--- config.mk ---
export PLATFORM = sky130hd
export DESIGN_NAME = dram_contention_arbiter
export DESIGN_NICKNAME = d
export VERILOG_FILES = /design/src/rtl/dram_contention_arbiter.sv
export SDC_FILE = /design/constraint.sdc
export NUM_CORES = 1
export LEC_CHECK = 0
export ABC_AREA = 1
export CAP_MARGIN = 20
export CORE_UTILIZATION = 53
export CTS_CLUSTER_DIAMETER = 200
export DETAILED_ROUTE_END_ITERATION = 8
export PLACE_DENSITY_LB_ADDON = 0.25
export SETUP_SLACK_MARGIN = 0.2
export SLEW_MARGIN = 20
export SYNTH_ARGS = -nofsm -noshare
export SYNTH_HDL_FRONTEND = slang
export SYNTH_SLANG_ARGS = --single-unit
--- constraint.sdc ---
create_clock -name clk -period 4.9 [get_ports clk]
set_input_delay 0.49 -clock clk [delete_from_list [all_inputs] [get_ports clk]]
set_output_delay 0.49 -clock clk [all_outputs]
set_load 0.01 [all_outputs]
--- src/rtl/dram_contention_arbiter.sv ---
// Round-robin arbiter for the shared DRAM request port, with an optional
// per-requester token bucket that throttles requesters to model memory contention.
module dram_contention_arbiter #(
  parameter int NUM_REQ  = 4,
  parameter int ADDR_W   = 32,
  parameter int TOKEN_W  = 8,
  parameter int REFILL_W = 16,
  localparam int SRC_W   = (NUM_REQ > 1) ? $clog2(NUM_REQ) : 1
) (
  input  logic                      clk,
  input  logic                      reset,
  input  logic                      cfg_enable,
  input  logic [TOKEN_W-1:0]        cfg_tokens_max,
  input  logic [REFILL_W-1:0]       cfg_refill_period,
  input  logic [NUM_REQ-1:0]        req_valid,
  input  logic [NUM_REQ*ADDR_W-1:0] req_addr,
  output logic [NUM_REQ-1:0]        req_ready,
  output logic                      mem_valid,
  output logic [ADDR_W-1:0]         mem_addr,
  output logic [SRC_W-1:0]          mem_src,
  input  logic                      mem_ready,
  output logic                      busy,
  output logic [31:0]               throttle_cycles
);

  typedef enum logic [0:0] {
    ST_IDLE = 1'b0,
    ST_HOLD = 1'b1
  } state_e;

  localparam logic [NUM_REQ-1:0]  ONE_HOT0   = {{(NUM_REQ-1){1'b0}}, 1'b1};
  localparam logic [REFILL_W-1:0] REFILL_ONE = {{(REFILL_W-1){1'b0}}, 1'b1};

  state_e              state_r;
  logic [SRC_W-1:0]    rr_r;
  logic [TOKEN_W-1:0]  tokens_r     [NUM_REQ];
  logic [TOKEN_W-1:0]  tokens_nxt_s [NUM_REQ];
  logic [ADDR_W-1:0]   addr_arr_s   [NUM_REQ];
  logic [REFILL_W-1:0] refill_cnt_r;
  logic                enable_q_r;
  logic [NUM_REQ-1:0]  eligible_s;
  logic [NUM_REQ-1:0]  consume_s;
  logic [SRC_W-1:0]    winner_s;
  logic [SRC_W-1:0]    scan_idx_s;
  logic                grant_s;
  logic                throttle_s;
  logic                enable_rise_s;
  logic                refill_pulse_s;

  // Refilled bucket level: +1 token minus an optional same-cycle consume, capped.
  function automatic logic [TOKEN_W-1:0] refill_level(
    input logic [TOKEN_W-1:0] level,
    input logic [TOKEN_W-1:0] cap,
    input logic               take
  );
    logic [TOKEN_W:0] sum;
    sum = {1'b0, level} + {{TOKEN_W{1'b0}}, 1'b1} - {{TOKEN_W{1'b0}}, take};
    refill_level = (sum > {1'b0, cap}) ? cap : sum[TOKEN_W-1:0];
  endfunction

  for (genvar g = 0; g < NUM_REQ; g++) begin : g_req
    assign addr_arr_s[g] = req_addr[g*ADDR_W +: ADDR_W];
    assign eligible_s[g] = req_valid[g] && (!cfg_enable || (tokens_r[g] != {TOKEN_W{1'b0}}));
  end

  // Round-robin pick: scanning from the far end lets the nearest eligible index after rr win.
  always_comb begin
    winner_s   = rr_r;
    scan_idx_s = rr_r;
    for (int k = NUM_REQ; k >= 1; k--) begin
      scan_idx_s = SRC_W'((int'(rr_r) + k) % NUM_REQ);
      winner_s   = eligible_s[scan_idx_s] ? scan_idx_s : winner_s;
    end
    grant_s        = !reset && (state_r == ST_IDLE) && (|eligible_s);
    req_ready      = grant_s ? (ONE_HOT0 << winner_s) : {NUM_REQ{1'b0}};
    consume_s      = cfg_enable ? req_ready : {NUM_REQ{1'b0}};
    throttle_s     = (state_r == ST_IDLE) && cfg_enable && (|req_valid) && !(|eligible_s);
    enable_rise_s  = cfg_enable && !enable_q_r;
    refill_pulse_s = (cfg_refill_period <= REFILL_ONE) ||
                     (refill_cnt_r >= (cfg_refill_period - REFILL_ONE));
  end

  // Next bucket levels; an enable rising edge reloads and overrides refill/consume.
  always_comb begin
    for (int i = 0; i < NUM_REQ; i++) begin
      if (enable_rise_s) begin
        tokens_nxt_s[i] = cfg_tokens_max;
      end else if (!cfg_enable) begin
        tokens_nxt_s[i] = tokens_r[i];
      end else if (refill_pulse_s) begin
        tokens_nxt_s[i] = refill_level(tokens_r[i], cfg_tokens_max, consume_s[i]);
      end else begin
        tokens_nxt_s[i] = tokens_r[i] - {{(TOKEN_W-1){1'b0}}, consume_s[i]};
      end
    end
  end

  // Token buckets, refill timer and enable edge tracking.
  always_ff @(posedge clk) begin
    if (reset) begin
      for (int i = 0; i < NUM_REQ; i++) begin
        tokens_r[i] <= {TOKEN_W{1'b0}};
      end
      refill_cnt_r <= {REFILL_W{1'b0}};
      enable_q_r   <= 1'b0;
    end else begin
      enable_q_r <= cfg_enable;
      for (int i = 0; i < NUM_REQ; i++) begin
        tokens_r[i] <= tokens_nxt_s[i];
      end
      if (enable_rise_s || (cfg_enable && refill_pulse_s)) begin
        refill_cnt_r <= {REFILL_W{1'b0}};
      end else if (cfg_enable) begin
        refill_cnt_r <= refill_cnt_r + REFILL_ONE;
      end else begin
        refill_cnt_r <= refill_cnt_r;
      end
    end
  end

  // Grant FSM with registered memory-side outputs and the throttle statistic.
  always_ff @(posedge clk) begin
    if (reset) begin
      state_r         <= ST_IDLE;
      mem_valid       <= 1'b0;
      mem_addr        <= {ADDR_W{1'b0}};
      mem_src         <= {SRC_W{1'b0}};
      busy            <= 1'b0;
      rr_r            <= {SRC_W{1'b0}};
      throttle_cycles <= 32'd0;
    end else begin
      if (throttle_s && (throttle_cycles != 32'hFFFF_FFFF)) begin
        throttle_cycles <= throttle_cycles + 32'd1;
      end
      case (state_r)
        ST_IDLE: begin
          if (grant_s) begin
            mem_addr  <= addr_arr_s[winner_s];
            mem_src   <= winner_s;
            mem_valid <= 1'b1;
            busy      <= 1'b1;
            rr_r      <= winner_s;
            state_r   <= ST_HOLD;
          end
        end
        ST_HOLD: begin
          if (mem_ready) begin
            mem_valid <= 1'b0;
            busy      <= 1'b0;
            state_r   <= ST_IDLE;
          end
        end
        default: begin
          mem_valid <= 1'b0;
          busy      <= 1'b0;
          state_r   <= ST_IDLE;
        end
      endcase
    end
  end

endmodule

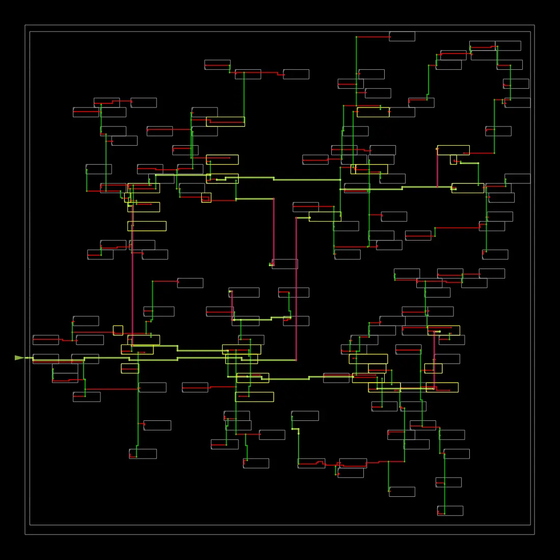
(run_1/clocks.png)
clock buffers created by TritonCTS: 17
flop count: 117
clock latency at the later pin of the worst-skew pair: 430 ps
number of clock buffer instances in the layout: 21
TritonCTS Sinks: 117

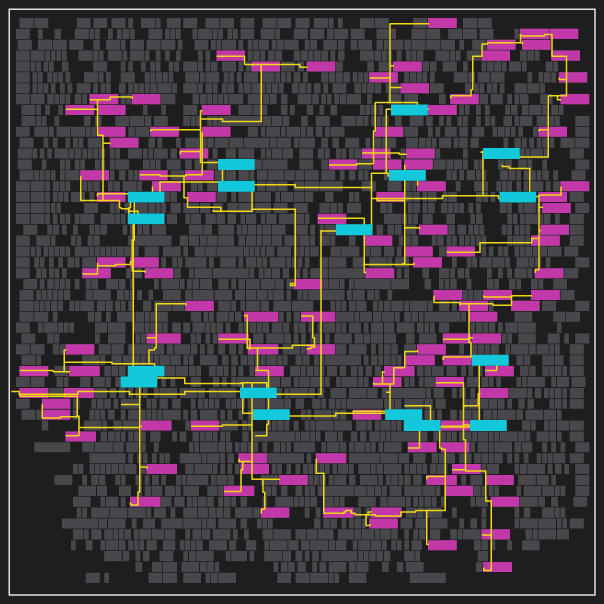
(run_1/clk_routes.png)
Scale: 4 px per um.
[clock wires] yellow | length: 1790 um
[clock drivers] cyan | count: 17
[flip-flops] magenta | count: 117
routed clock nets	18

==> results.txt, run 1 <==
fresh numbers from the pnr run: outcome finished, final reports clean, highest attainable clock frequency 213.7 MHz, setup clock skew after layout 18.65 ps, worst setup slack after placement -290.6 ps, relative slew slack 50.12%, pwr/cell area 337.7 mW/mm2, global placement routability congestion 0.9799, initial DRC count 1038, hold slack 466.7 ps, Dominant cell area share 21.30%, Die Y 146.1 um, Worst setup startpoint tokens_r[3][4]$_SDFFE_PP0P_, Avg Synthesized Cell Area 6.175 um2, first-pass GRT wire length 55720 um, total die size 0.02133 mm2, number of warning messages in the logs 64, chip area estimate from yosys synthesis 0.01100 mm2, cell area after technology mapping 0.01100 mm2, final global-route overflow total 0, Critical R2R Launch tokens_r[3][4]$_SDFFE_PP0P_, endpoint of the worst hold-timing path mem_addr[12]$_SDFFE_PP0P_, initial antenna violation count 0, final number of hold-violating endpoints 0, setup-violating endpoint count in the final report 0, portion of the clock cycle consumed by the worst path in the final layout 95.51%, Total Routing Usage GR 31.85%, number of remaining DRC errors 0, Max H-tree Level 4, final worst-path setup slack 220.1 ps, flop and latch count out of synthesis 117, clock tree from TritonCTS built, most numerous logic cells after layout nand2_1, clkdlybuf4s50_1, inv_1, post-detailed-routing wire length 36200 um, cell type with the largest total area after synthesis dfxtp_1, CP startpoint kind flip-flop, post-synthesis net count 2065, Warnings, synthesis 0, Pre-Place Util 54.18%, largest cells by area after synthesis dfxtp_1, nand2_1, ha_1, share of total power in combinational logic 50.5%
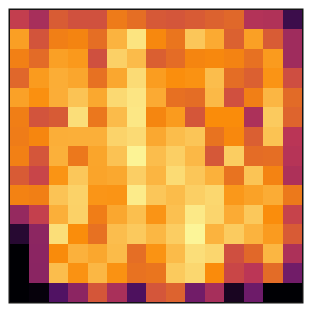
(run_1/cell_density.png)
Scale: 2 px per um. 15 x 15 tiles, from black (low) to pale yellow (high), 0 to 100% covered.
nearly empty tiles	2.7%
tiles over 75% full	49%
mean over tiles	70%

==> run 1: what timing repair did <==
| action | in CTS | in global routing |
|---|---|---|
| buffers inserted | 2 | 30 |
| gates resized | 25 | 145 |
| hold buffers | 0 | 0 |
| pin swaps | 4 | 46 |
| endpoints found under the setup margin | 30 | 32 |
==> run 1: registers in the layout (all words and copies together), names as in the netlist <==
register and flops:
tokens_r 32, refill_cnt_r 16, rr_r 2, enable_q_r 1, state_r 1, busy 1, throttle_cycles 32, mem_addr 32
==> run 1: area by class of cell <==
cell class / count / area, um2
clock buffers: 21 / 470.5
clock inverters: 9 / 175.2
fillers: 1617 / 5077
inverters: 236 / 903.4
multi-input cells: 1368 / 7894
flip-flops and latches: 117 / 2372
well taps: 270 / 337.8
repair buffers: 329 / 3069
==> run 1: Yosys cell counts (all sizes together) <==
master and n:
a211oi 1, o21ai 80, xor2 74, a21oi 101
nand4 20, o31ai 2, nor3b 3, clkinv 2
nor4 15, xnor2 16, clkbuf 24, nand3b 1
o21bai 2, nand2 565, a21boi 1, nor3 24
buf 36, o211ai 16, ha 124, dfxtp 117
or2 2, nand3 176, nor2 145, inv 234
==> run 1: logic make-up (layout without fill, tap and decap cells) <==
family / count (synthesis) / in the layout / synth area share [%]
simple gates: 951 / 951 / 36.64
buf+inv: 296 / 595 / 10.94
compound gates: 203 / 203 / 9.841
fa+ha+maj: 124 / 124 / 14.11
flops: 117 / 117 / 21.30
xor+xnor: 90 / 90 / 7.167
==> run 1: power groups by stage <==
| stage | Combinational [mW] | Clock [mW] | Sequential (mW) |
|---|---|---|---|
| after floorplan | 1.45 | 0 | 1.19 |
| after global placement | 2.25 | 0 | 1.16 |
| after detailed placement | 2.29 | 0 | 1.16 |
| after CTS | 2.34 | 1.40 | 1.14 |
| after global routing | 2.84 | 1.44 | 1.16 |
| final | 2.59 | 1.40 | 1.15 |
==> run 1: per-layer routing <==
| metal | wire length (um) | global-route usage, % | vias up |
|---|---|---|---|
| met2 | 17540 | 56.15 | 617 |
| met3 | 2806 | 6.094 | 126 |
| met5 | 0 | 0 | - |
| met1 | 14370 | 37.94 | 5747 |
| li1 | - | - | 6265 |
| met4 | 1479 | 12.76 | 0 |
==> run 1: metrics by stage <==
stage	power, mW	instance area, um2
2_1_floorplan	2.640	11000
3_3_place_gp	3.410	13830
3_5_place_dp	3.451	13830
4_1_cts	4.878	14540
5_1_grt	5.445	15220
6_report	5.140	15220
==> run 1: worst max-delay path: cells and delay by family (launching register included) <==
family	cells	cell delay, ps
adder cells (fa/ha/maj)	5	950
XOR/XNOR	1	250
buffers and inverters	7	660
flip-flops	1	360
AND-OR/OR-AND	5	650
AND/OR/NAND/NOR	18	1690
==> run_1/placement_by_type.png <==
Scale: 2 px per um. Fill, decap, tap and diode cells in gray.
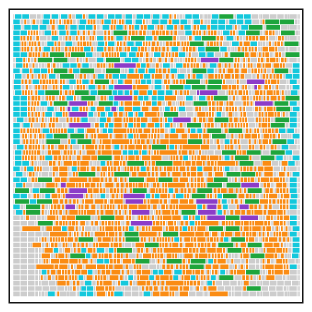

==> run 1 -> run 2 <==
ABC_AREA = unset   (was 1)
CORE_UTILIZATION = 52   (was 53)
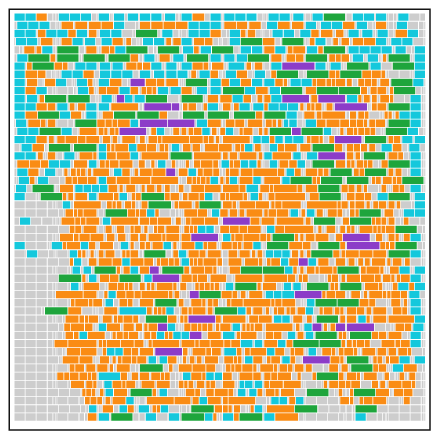
(run_2/placement_by_type.png)
Scale: 3 px per um. Fill, decap, tap and diode cells in gray.
class	color	cells	share of their area
combinational and other logic	orange	1026	55%
clock drivers and dummy loads	purple	32	4.4%
remaining buffers and delay cells	cyan	369	24%
sequential cells	green	117	17%

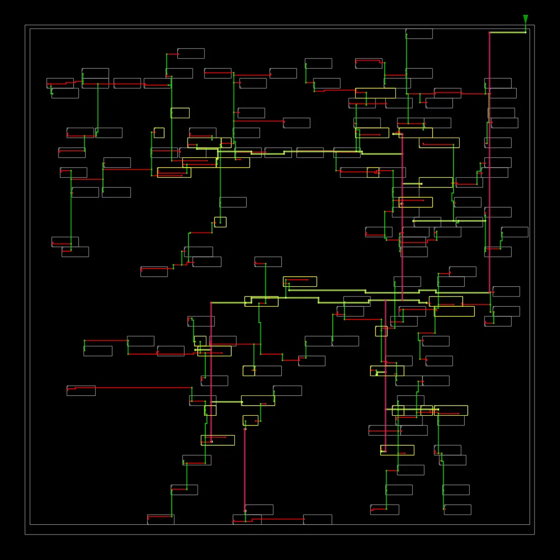
(run_2/clocks.png)
number of clock buffer instances in the layout: 18
setup clock skew after layout: 12.13 ps

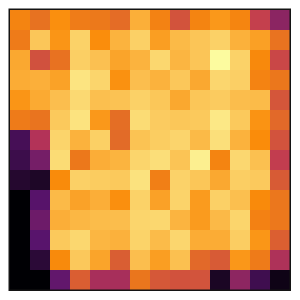
(run_2/cell_density.png)
Scale: 2 px per um. 14 x 14 tiles, from black (low) to pale yellow (high), 0 to 100% covered.
fullest tile	99%
tiles over 75% full	64%
mean over tiles	73%
emptiest ninth of the die	lower left

==> run 2 against run 1 <==
Synthesized cell count down 33%; register-to-register slack got worse by 200 ps; non-clock buffer count increased by 40; power down 19%; die area decreased by 8.4%; wire length is 3.4% lower; combinational power shrank 34%; critical path depth shrank 11; critical path type unchanged; largest cell class unchanged; largest power group unchanged.
==> results.txt, run 2 <==
fresh numbers from the pnr run: outcome finished, final reports clean, final number of hold-violating endpoints 0, fill cell instance count of the final layout 1240, Avg Synthesized Cell Area 8.236 um2, portion of the clock cycle consumed by the worst path in the final layout 99.52%, Die Y 139.8 um, Max H-tree Level 4, cell type with the largest total area after synthesis dfxtp_1, most numerous logic cells after layout clkdlybuf4s50_1, buf_4, dfxtp_1, relative slew slack 38.12%, TritonCTS Sinks 117, clock latency at the later pin of the worst-skew pair 430 ps, total die size 0.01953 mm2, worst setup slack after placement -205.2 ps, final global-route overflow total 0, final worst-path setup slack 23.38 ps, Warnings, synthesis 0, setup-violating endpoint count in the final report 0, power consumption 4.158 mW, CP startpoint kind flip-flop, most frequent cell after synthesis ha_1, number of buffers added on ports 231, area occupied by multi-input gates 0.007497 mm2, number of flops mapped to enable cells by yosys 0, flop and latch count out of synthesis 117, cell area after technology mapping 0.009867 mm2, ranking of synthesized cells by instance count ha_1, dfxtp_1, nor2_1, number of buffers inserted by hold repair at cts 0, Total Routing Usage GR 34.06%, most frequently used flop master after synthesis dfxtp_1, pwr/cell area 286.7 mW/mm2, biggest registers after layout mem_addr (32), throttle_cycles (32), tokens_r (32), non-filler cells in the finished layout 1778, register area 0.002360 mm2, post-synthesis net count 1482, post-detailed-routing wire length 34970 um, number of warning messages in the logs 66, global placement routability congestion 0.8954, first-pass iteration count of the detailed router 5, clock tree from TritonCTS built, largest cells by area after synthesis dfxtp_1, ha_1, mux2i_1, initial DRC count 1012, initial antenna violation count 1, number of remaining DRC errors 0, async set-or-reset flop fraction in the synthesized netlist 0%, highest attainable clock frequency 205.1 MHz, chip area estimate from yosys synthesis 0.009867 mm2, layout-stage area growth over the synthesis result 47.01%
run 2: cell types whose count changed in the layout (fill, tap and decap cells not counted), sizes merged, moves of 41 or more:
cell,before,now
buf,98,139
nand3,176,45
mux2i,0,41
nand2,565,66
inv,234,93
nor2,145,104
run 2: cell type report:
cell class | instances | share of cell area, %
Multi-Input combinational cell | 940 | 51.69
Timing Repair Buffer | 369 | 23.40
Sequential cell | 117 | 16.27
Clock buffer | 18 | 3.028
Inverter | 86 | 2.312
Tap cell | 234 | 2.018
Clock inverter | 14 | 1.285
run 2: power by group:
| group | internal, mW | switching (mW) |
|---|---|---|
| logic | 0.899 | 0.821 |
| clock network | 0.828 | 0.517 |
| registers | 1.03 | 0.0616 |
| total | 2.76 | 1.40 |
run 2: per-layer routing:
| layer | routed length, um | up-vias | GRT usage [%] | part of all wire (%) |
|---|---|---|---|---|
| met2 | 16780 | 632 | 57.45 | 48 |
| met1 | 13520 | 5134 | 41.19 | 39 |
| met4 | 1668 | 2 | 16.14 | 4.8 |
| met5 | 13 | - | 0 | 0.037 |
| li1 | - | 5071 | - | - |
| met3 | 2994 | 152 | 7.261 | 8.6 |
run 2: what timing repair did:
item                                    4_1_cts  5_1_grt
setup buffers                                14       16
hold endpoints to repair                      0        0
gates resized                                53       43
gates cloned                                  0        1
endpoints found under the setup margin       32       32
pin swaps                                    41       57
run 2: final timing paths:
path / start / to
worst max-delay path: tokens_r[0][3]$_SDFFE_PP0P_ / tokens_r[2][5]$_SDFFE_PP0P_
worst min-delay path: mem_addr[11]$_SDFFE_PP0P_ / mem_addr[11]$_SDFFE_PP0P_
worst max register to register: tokens_r[0][3]$_SDFFE_PP0P_ / tokens_r[2][5]$_SDFFE_PP0P_
worst min register to register: mem_addr[11]$_SDFFE_PP0P_ / mem_addr[11]$_SDFFE_PP0P_
run 2: stage by stage:
| stage | utilization [%] | cell area, um2 | hold slack [ps] |
|---|---|---|---|
| after floorplan | - | 10100 | 471.7 |
| after detailed placement | 70.91 | 13220 | 480.5 |
| after CTS | 75.95 | 14160 | 494.2 |
| after global routing | 77.81 | 14510 | 504.9 |
| final | 77.81 | 14510 | 492.5 |
| after global placement | 70.91 | 13220 | 469.5 |
run 2: logic make-up after synthesis:
group	synth area share, %
AND/OR/NAND/NOR	17.74
AND-OR/OR-AND	21.75
buffers and inverters	6.036
adder cells (fa/ha/maj)	15.72
flip-flops	23.74
multiplexers	8.268
XOR/XNOR	6.746
run 2: worst max-delay path: stages (launching register included):
cell       delay, ps
dfxtp_2          320
inv_2             90
ha_4             180
nand2_4           70
o41ai_4          320
buf_4            180
a2bb2oi_4         60
mux2i_4          180
buf_6            130
nand2_4           50
nor3_2           160
inv_1             70
ha_2             170
ha_2             170
a211o_1          290
a221oi_2         310
xnor2_1          200
ha_1             310
a21oi_1          170
o21ai_1           90
a221o_1          360
a211oi_2         290
buf_4            180
mux2i_1          220
o21a_1           140
a21oi_1           60
==> run 2 -> run 3 <==
CTS_CLUSTER_SIZE = 25   (was unset)
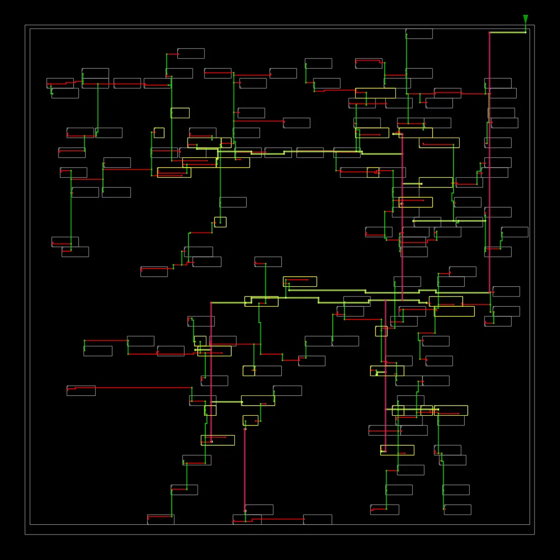
(run_3/clocks.png)
clock network power: 1.34 mW

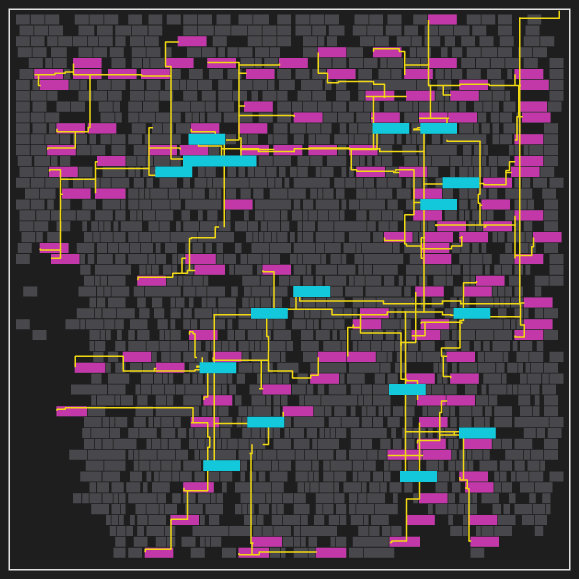
(run_3/clk_routes.png)
Scale: 4 px per um.
[clock drivers] cyan | count: 17
[clock wires] yellow | length: 1740 um
[flip-flops] magenta | count: 117
routed clock nets	18
flops lie	spread over the die

==> run 3 against run 2 <==
Maximum frequency is the same; clock skew unchanged; area after synthesis unchanged; critical path depth did not move; non-clock buffer count stayed put; utilization is the same; sequential share of layout area unchanged; largest power group unchanged.
==> results.txt, run 3 <==
fresh numbers from the pnr run: final std cell area, no fill 0.01451 mm2, outcome finished, final reports clean, total die size 0.01953 mm2, number of buffers added on ports 231, power consumption 4.158 mW, post-detailed-routing wire length 34970 um, largest cells by area after synthesis dfxtp_1, ha_1, mux2i_1, clock tree from TritonCTS built, setup clock skew after layout 12.13 ps, biggest registers after layout mem_addr (32), throttle_cycles (32), tokens_r (32), post-synthesis net count 1482, placed inst area 0.01322 mm2, Dominant cell area share 23.74%, pwr/cell area 286.7 mW/mm2, first-pass iteration count of the detailed router 5, clock buffers created by TritonCTS 17, async set-or-reset flop fraction in the synthesized netlist 0%, global placement routability congestion 0.8954, Pre-Place Util 52.93%, hold slack 492.5 ps, most frequent cell after synthesis ha_1, initial antenna violation count 1, cell type with the largest total area after synthesis dfxtp_1, final worst-path setup slack 23.38 ps, Max H-tree Level 4, number of warning messages in the logs 66, worst setup slack after placement -205.2 ps, portion of the clock cycle consumed by the worst path in the final layout 99.52%, fill cell instance count of the final layout 1240, number of buffers inserted by hold repair at cts 0, CP startpoint kind flip-flop, relative slew slack 38.12%, non-filler cells in the finished layout 1778, final global-route overflow total 0, Avg Synthesized Cell Area 8.236 um2, layout-stage area growth over the synthesis result 47.01%, most frequently used flop master after synthesis dfxtp_1, number of flops mapped to enable cells by yosys 0, clock latency at the later pin of the worst-skew pair 430 ps, flop and latch count out of synthesis 117
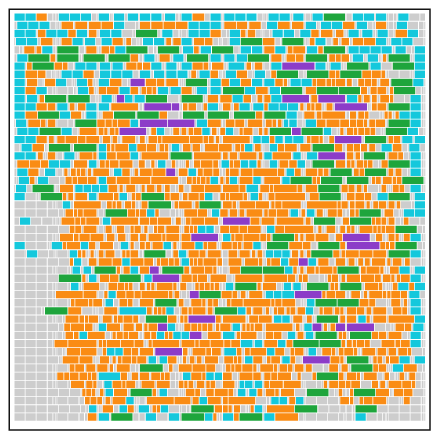
(run_3/placement_by_type.png)
Scale: 3 px per um. Fill, decap, tap and diode cells in gray.
class	color	cells	share of their area
clock drivers and dummy loads	purple	32	4.4%
sequential cells	green	117	17%
remaining buffers and delay cells	cyan	369	24%
combinational and other logic	orange	1026	55%

## run 3: path summary, 6_finish.rpt
| kind | slack (ps) | to | start |
|---|---|---|---|
| setup reg to reg | 20 | tokens_r[2][5]$_SDFFE_PP0P_ | tokens_r[0][3]$_SDFFE_PP0P_ |
| hold / removal | 490 | mem_addr[11]$_SDFFE_PP0P_ | mem_addr[11]$_SDFFE_PP0P_ |
| setup / recovery | 20 | tokens_r[2][5]$_SDFFE_PP0P_ | tokens_r[0][3]$_SDFFE_PP0P_ |
| hold reg to reg | 490 | mem_addr[11]$_SDFFE_PP0P_ | mem_addr[11]$_SDFFE_PP0P_ |
## run 3: critical path: cells and delay by family, from the launching register on
family / cells / cell delay (ps)
muxes: 2 / 400
AOI/OAI and AO/OA: 10 / 2090
and+or+nand+nor: 3 / 280
xor gates and xnor gates: 1 / 200
DFF: 1 / 320
buffers and inverters: 5 / 650
adders and majority gates: 4 / 830
## run 3: routing by layer
layer	share of wire, %	vias to the layer above	GRT usage, %
li1	-	5071	-
met1	39	5134	41.19
met2	48	632	57.45
met3	8.6	152	7.261
met4	4.8	2	16.14
met5	0.037	-	0
## run 3: cells by family (layout without fill, tap and decap cells)
logic type | Yosys count | in the layout | share of synthesized area, %
AOI/OAI and AO/OA | 318 | 318 | 21.75
and+or+nand+nor | 345 | 345 | 17.74
muxes | 77 | 77 | 8.268
adders and majority gates | 124 | 124 | 15.72
xor gates and xnor gates | 76 | 76 | 6.746
buffers and inverters | 141 | 487 | 6.036
DFF | 117 | 117 | 23.74
## run 3: final cells by class
cell class | instances | area, um2 | area share [%]
Timing Repair Buffer | 369 | 3395 | 23.40
Inverter | 86 | 335.3 | 2.312
Clock buffer | 18 | 439.2 | 3.028
Multi-Input combinational cell | 940 | 7497 | 51.69
Tap cell | 234 | 292.8 | 2.018
Clock inverter | 14 | 186.4 | 1.285
Sequential cell | 117 | 2360 | 16.27
## run 3: repair_timing
item                       4_1_cts  5_1_grt
gates resized                   53       43
pin swaps                       41       57
cloned                           0        1
setup endpoints to repair       32       32
buffers inserted                14       16
## run 3: report_power, final
group	switching [mW]	internal, mW	leakage (nW)
Clock	0.517	0.828	0.301
Combinational	0.821	0.899	4.60
Sequential	0.0616	1.03	0.963
Power figures rest on the tool's default switching activity, not on a simulated workload.
